Figure 1. Signal wires on met4 (run 1).
The bar under the picture is 50 um long.
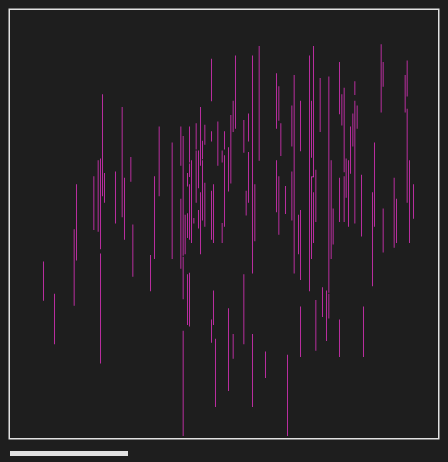
Figure 2. Clock routing (run 1).
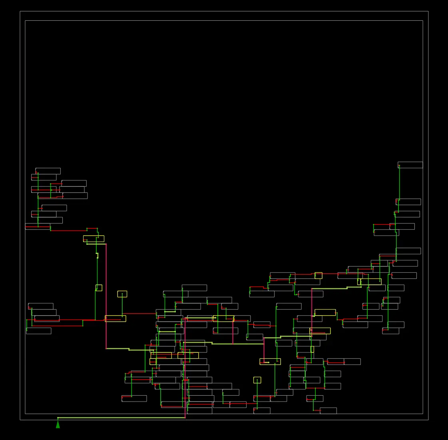
Figure 3. Clock network drawn from the DEF (run 1).
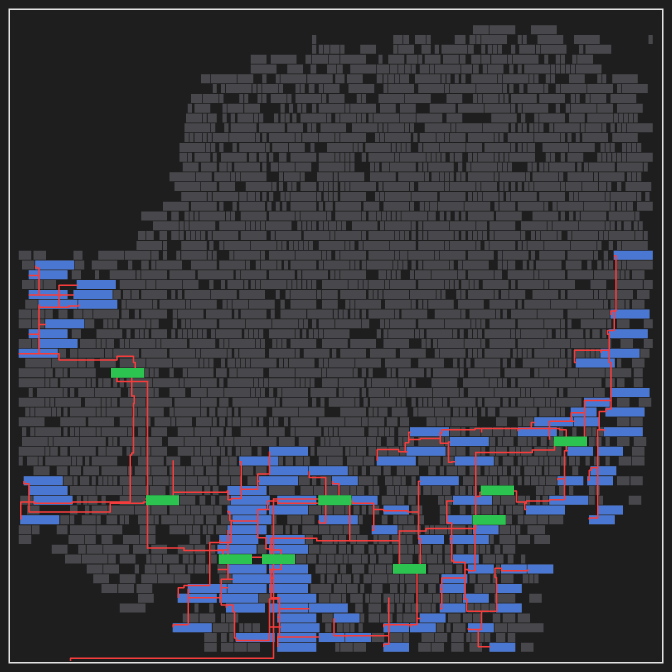
--- src/rtl/fpu_pkg.sv ---
// fpu_pkg: single-precision float types, constants and operand class decode
// shared by the FPU execute cluster (fsqrt, fmul, fsquare).
package fpu_pkg;

  typedef struct packed {
    logic        s;
    logic [7:0]  e;
    logic [22:0] m;
  } float_t;

  localparam int          F_BIAS = 127;
  localparam int          F_EMAX = 255;
  localparam logic [31:0] F_QNAN = 32'h7FC00000;
  localparam logic [31:0] F_PINF = 32'h7F800000;

  typedef enum logic [1:0] {
    CL_NORM,
    CL_ZERO,
    CL_INF,
    CL_NAN
  } fclass_t;

  // Denormals share the zero encoding (e==0) and are flushed with it.
  function automatic fclass_t classify(input float_t f);
    if (f.e == 8'(F_EMAX))
      return (f.m != '0) ? CL_NAN : CL_INF;
    if (f.e == '0)
      return CL_ZERO;
    return CL_NORM;
  endfunction

  // Biased exponent of a square before normalisation: 2*e - bias.
  function automatic logic [9:0] sq_exp(input logic [7:0] e);
    return {1'b0, e, 1'b0} - 10'(F_BIAS);
  endfunction

endpackage

--- src/rtl/fsq_round.sv ---
// fsq_round: combinational normalise/round/pack of a 24x24 significand
// product into a positive single-precision result with range flags.
module fsq_round
  import fpu_pkg::*;
#(
  parameter bit RND = 1'b1
) (
  input  logic [1:0]  cls,
  input  logic [9:0]  er,
  input  logic [25:0] ptop,
  output logic [31:0] y,
  output logic        ovf,
  output logic        unf
);

  logic signed [9:0] er_n;
  logic signed [9:0] er_f;
  logic [22:0]       man;
  logic              g;
  logic [23:0]       sum;

  // ptop holds product bits [47:22]; only the top bit, mantissa and guard matter.
  always_comb begin
    er_n = $signed(er) + (ptop[25] ? 10'sd1 : 10'sd0);
    man  = ptop[25] ? ptop[24:2] : ptop[23:1];
    g    = ptop[25] ? ptop[1]    : ptop[0];
    sum  = {1'b0, man} + {23'b0, (RND ? g : 1'b0)};
    er_f = sum[23] ? (er_n + 10'sd1) : er_n;
  end

  always_comb begin
    y   = '0;
    ovf = 1'b0;
    unf = 1'b0;
    case (fclass_t'(cls))
      CL_NAN:  y = F_QNAN;
      CL_INF:  y = F_PINF;
      CL_ZERO: y = '0;
      default: begin
        if (er_f >= $signed(10'(F_EMAX))) begin
          y   = F_PINF;
          ovf = 1'b1;
        end else if (er_f <= 10'sd0) begin
          unf = 1'b1;
        end else begin
          y = {1'b0, er_f[7:0], sum[22:0]};
        end
      end
    endcase
  end

endmodule

--- src/rtl/fsquare.sv ---
// fsquare: 3-stage pipelined single-precision square y = x*x with valid/ready
// flow control; denormals flush to zero and the result is always positive.
module fsquare
  import fpu_pkg::*;
#(
  parameter bit RND     = 1'b1,
  parameter int LATENCY = 3
) (
  input  logic        clk,
  input  logic        rstn,
  input  logic        x_valid,
  output logic        x_ready,
  input  logic [31:0] x,
  output logic        y_valid,
  input  logic        y_ready,
  output logic [31:0] y,
  output logic        y_ovf,
  output logic        y_unf
);

  if (LATENCY != 3) begin : g_latency_check
    $error("fsquare only supports LATENCY = 3");
  end

  logic        v1, v2, v3;
  logic        adv1, adv2, adv3;
  fclass_t     cls1, cls2;
  logic [9:0]  er1, er2;
  logic [22:0] m1;
  logic [23:0] sig1;
  logic [25:0] p2;
  logic [31:0] ry;
  logic        rovf, runf;

  // A stage may load whenever the stage after it is empty or draining.
  assign adv3    = y_ready;
  assign adv2    = ~v3 | adv3;
  assign adv1    = ~v2 | adv2;
  assign x_ready = ~v1 | adv1;
  assign y_valid = v3;
  assign sig1    = {1'b1, m1};

  fsq_round #(
    .RND (RND)
  ) u_round (
    .cls  (cls2),
    .er   (er2),
    .ptop (p2),
    .y    (ry),
    .ovf  (rovf),
    .unf  (runf)
  );

  always_ff @(posedge clk) begin
    if (!rstn) begin
      v1    <= 1'b0;
      v2    <= 1'b0;
      v3    <= 1'b0;
      y     <= '0;
      y_ovf <= 1'b0;
      y_unf <= 1'b0;
    end else begin
      if (x_ready) begin
        v1 <= x_valid;
        if (x_valid) begin
          cls1 <= classify(x);
          er1  <= sq_exp(x[30:23]);
          m1   <= x[22:0];
        end
      end
      // Only product bits [47:22] feed rounding, so the rest is never stored.
      if (adv1) begin
        v2 <= v1;
        if (v1) begin
          cls2 <= cls1;
          er2  <= er1;
          p2   <= 26'(({24'b0, sig1} * {24'b0, sig1}) >> 22);
        end
      end
      if (adv2) begin
        v3 <= v2;
        if (v2) begin
          y     <= ry;
          y_ovf <= rovf;
          y_unf <= runf;
        end
      end
    end
  end

endmodule

--- config.mk ---
export PLATFORM = sky130hd
export DESIGN_NAME = fsquare
export DESIGN_NICKNAME = d
export VERILOG_FILES = /design/src/rtl/fpu_pkg.sv /design/src/rtl/fsq_round.sv /design/src/rtl/fsquare.sv
export SDC_FILE = /design/constraint.sdc
export NUM_CORES = 1
export LEC_CHECK = 0
export CAP_MARGIN = 25
export CORE_MARGIN = 2
export CORE_UTILIZATION = 65
export DETAILED_ROUTE_END_ITERATION = 6
export PLACE_DENSITY = 0.92
export SYNTH_ARGS = -nofsm -noshare
export SYNTH_HDL_FRONTEND = slang
export SYNTH_SLANG_ARGS = --single-unit
--- constraint.sdc ---
create_clock -name clk -period 22.8 [get_ports clk]
set_input_delay 5.7 -clock clk [delete_from_list [all_inputs] [get_ports clk]]
set_output_delay 5.7 -clock clk [all_outputs]
set_load 0.01 [all_outputs]
==> impl_metrics.tcl, run 1 <==
# flow metrics
set metrics [dict create \
    status "completed" \
    met2_usage_pct 54.0 \
    min_period_ns 12.91 \
    clk_root_buffer_cell "clkbuf_16" \
    final_cells 2548 \
    grt-ovfl-total 0 \
    die_w_um 181 \
    sh_seq_area_pct 13.1 \
    fin_nets 2793 \
    tool_warnings 36 \
    sh_comb_area_pct 69.2 \
    drive_above_1_share_pct 2.83 \
    inv_count 581 \
    hold_end "cls2[0]" \
    floorplanUtilization_pct 66.3 \
    critPathMaxStageDelay_ns 0.52 \
    post-route-util_pct 71.0 \
    ys_seq_share_pct 14.0 \
    crit_fanout 6 \
    ioPinCount 72 \
    min_from "cls1[0]" \
    die_h_um 181 \
    simple_gate_area_share_pct 10.8 \
    cp_slowest_cell "clkdlybuf4s50_1" \
    syn_inst 2104 \
    avgViaCountPerCell 5.83 \
    hold_viol 0 \
    synth.top_cells.by_count "576 x inv_1, 423 x fa_1, 226 x nand2_1, 187 x ha_1, 83 x nor2_1" \
    rows 64 \
    largest_class "multi-input combinational cells" \
    cp_top_family "buffers and inverters" \
    final-seq-area_sq_um 2850 \
    largest_reg_flops 31 \
    met1_length_um 16700 \
    setup_tns_ns 0 \
    nFillCells 1953 \
    fin_ws_ns 9.89 \
    path_class "input port to primary output" \
    nonClkBufAreaFrac_pct 4.15 \
    comb.multi_input.count 1356 \
    firstDrtPassIters 5 \
    wl_met2_um 24400 \
    area_growth_pct 6.99 \
    ys.flops 107 \
    crit_path_cell_trace "clkdlybuf4s50_1 -> nor2b_1 -> nand3_1 -> clkdlybuf4s50_1" \
    cp.required_ns 17.10 \
    ys_sh_adder_pct 53.1 \
    r2r-start "m1[0]" \
    critPathLaunch "y_ready" \
    area_leaders "fa_1 42%, ha_1 11%, inv_1 11%" \
    hold_buffers 0 \
    hold_path.class "register to register" \
    top_cell_area_share_pct 41.6 \
    core_sq_um 30700 \
    lay_top_count "inv_1" \
    max_freq_mhz 77.5 \
    finalSetupViolCount 0 \
    slew_headroom_pct 27.9 \
    ctsLongestPathBuffers 2 \
    grt_pass1_wl_um 80300 \
    routabilityCongestion 0.923 \
    drv_cap 0 \
    io_buffers 69 \
    arrival_ns 7.21 \
    signal_buffers 92 \
    detailed_place.area_sq_um 21500 \
    wl_per_cell_um 19.0 \
    globalRouteMet1Util_pct 35.7 \
    lay_top_cells "576 x inv_1, 423 x fa_1, 226 x nand2_1" \
    largest_area_cell "fa_1" \
    synth.most_common_cell "inv_1" \
    rsz0062_at_grt "no" \
    dieArea_sq_um 32700 \
    xor_share_pct 3.62 \
    taps 396 \
    syn-mean-instance-area_sq_um 9.67 \
    crit_top_cell "clkdlybuf4s50_1" \
    worst_r2r_endpoint "p2[25]" \
    ys_area_sq_um 20300 \
    synthArstFlopShare_pct 0 \
    synth-edff-count 71 \
]
About Figure 1:
nets with wire on the layer: 91
share of all routed wire: 6.4%
wire length on this layer: 3090 um
DRT Wirelength: 48500 um
DR vias: 14850

About Figure 2:
CTS Buf Count: 9
Flops: 107
final-layout clock buffer total: 9

About Figure 3:
[red] clock wires | length: 1430 um
[green] clock drivers | count: 9
[blue] flip-flops | count: 107
routed clock nets: 10
Clock Latency Late Sink: 0.37 ns
Final Skew: 0.0134 ns

Figure 4. Ports around the boundary (run 1).
Pins as bars across the die edge, other pins in gray.
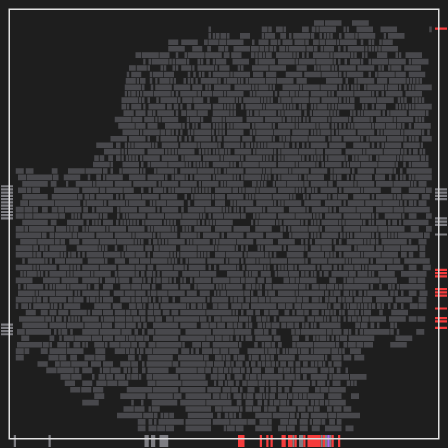

==> run 2, diff against run 1 <==
==> constraint.sdc (replaced) <==
create_clock -name clk -period 13.09 [get_ports clk]
set_input_delay 3.2725 -clock clk [delete_from_list [all_inputs] [get_ports clk]]
set_output_delay 3.2725 -clock clk [all_outputs]
set_load 0.01 [all_outputs]
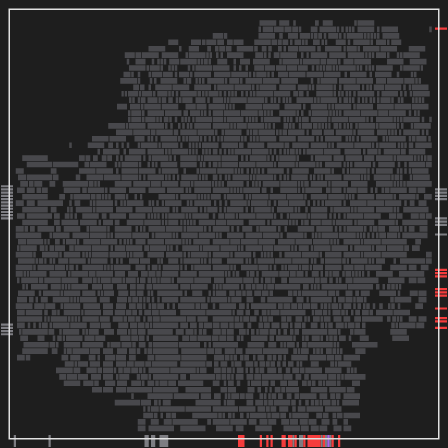
Figure 5: run 2, ports around the boundary.
Pins as bars across the die edge, other pins in gray.
[red] y | pins: 32 | direction: output | edge: 21 bottom, 11 right
[purple] y_valid | pins: 1 | direction: output | edge: bottom
port bufs: 69
Die W: 181 um
Die H: 181 um

==> impl_metrics.tcl, run 2 <==
# flow metrics
set metrics [dict create \
    synthArstFlopShare_pct 0 \
    final-seq-area_sq_um 2850 \
    synth.top_cells.by_count "576 x inv_1, 423 x fa_1, 226 x nand2_1, 187 x ha_1, 83 x nor2_1" \
    sh_comb_area_pct 69.2 \
    nonClkBufAreaFrac_pct 4.06 \
    signal_buffers 93 \
    setup_tns_ns 0 \
    final_cells 2549 \
    hold_path.class "register to register" \
    clk_latency_ns 0.37 \
    crit_fanout 14 \
    cp_slowest_cell "edfxtp_1" \
    seq_cells 107 \
    core_sq_um 30700 \
    simple_gate_area_share_pct 10.8 \
    cts-buffers-inserted 9 \
    nClkBuffers 9 \
    ys_sh_adder_pct 53.1 \
    floorplanUtilization_pct 66.3 \
    clk_root_buffer_cell "clkbuf_16" \
    synth.most_common_cell "inv_1" \
    cp_top_family "adder cells" \
    slew_headroom_pct 31.4 \
    ctsLongestPathBuffers 2 \
    hold_buffers 0 \
    sh_seq_area_pct 13.1 \
    worst_r2r_endpoint "p2[25]" \
    routabilityCongestion 0.928 \
    hold_end "cls2[1]" \
    grt-ovfl-total 0 \
    crit_path_cell_trace "clkinv_1 -> nor2_1 -> inv_1 -> fa_1 -> inv_1 -> fa_1 -> inv_1 -> fa_1 -> fa_1 -> inv_1 -> fa_1 -> fa_1 -> fa_1 -> ha_1 -> a21oi_1 -> o21ai_0 -> a2111oi_0 -> o311a_1 -> o21a_1 -> o21ai_0 -> a2111oi_0 -> o31a_1 -> o211ai_1" \
    routed_wl_um 47800 \
    synth-edff-count 71 \
    rows 64 \
    routed-via-count 14648 \
    fin_ws_ns 3.83 \
    taps 396 \
    wl_per_cell_um 18.8 \
    crit_top_cell "fa_1" \
    arrival_ns 9.35 \
    nFillCells 1986 \
    fin_nets 2794 \
    largest_area_cell "fa_1" \
    lay_top_cells "576 x inv_1, 423 x fa_1, 226 x nand2_1" \
    grt_pass1_wl_um 80000 \
    cp.required_ns 13.18 \
    inv_count 581 \
    ys.flops 107 \
    ys_seq_share_pct 14.0 \
    hold_viol 0 \
    largest_reg_flops 31 \
    firstDrtPassIters 6 \
    status "completed" \
]
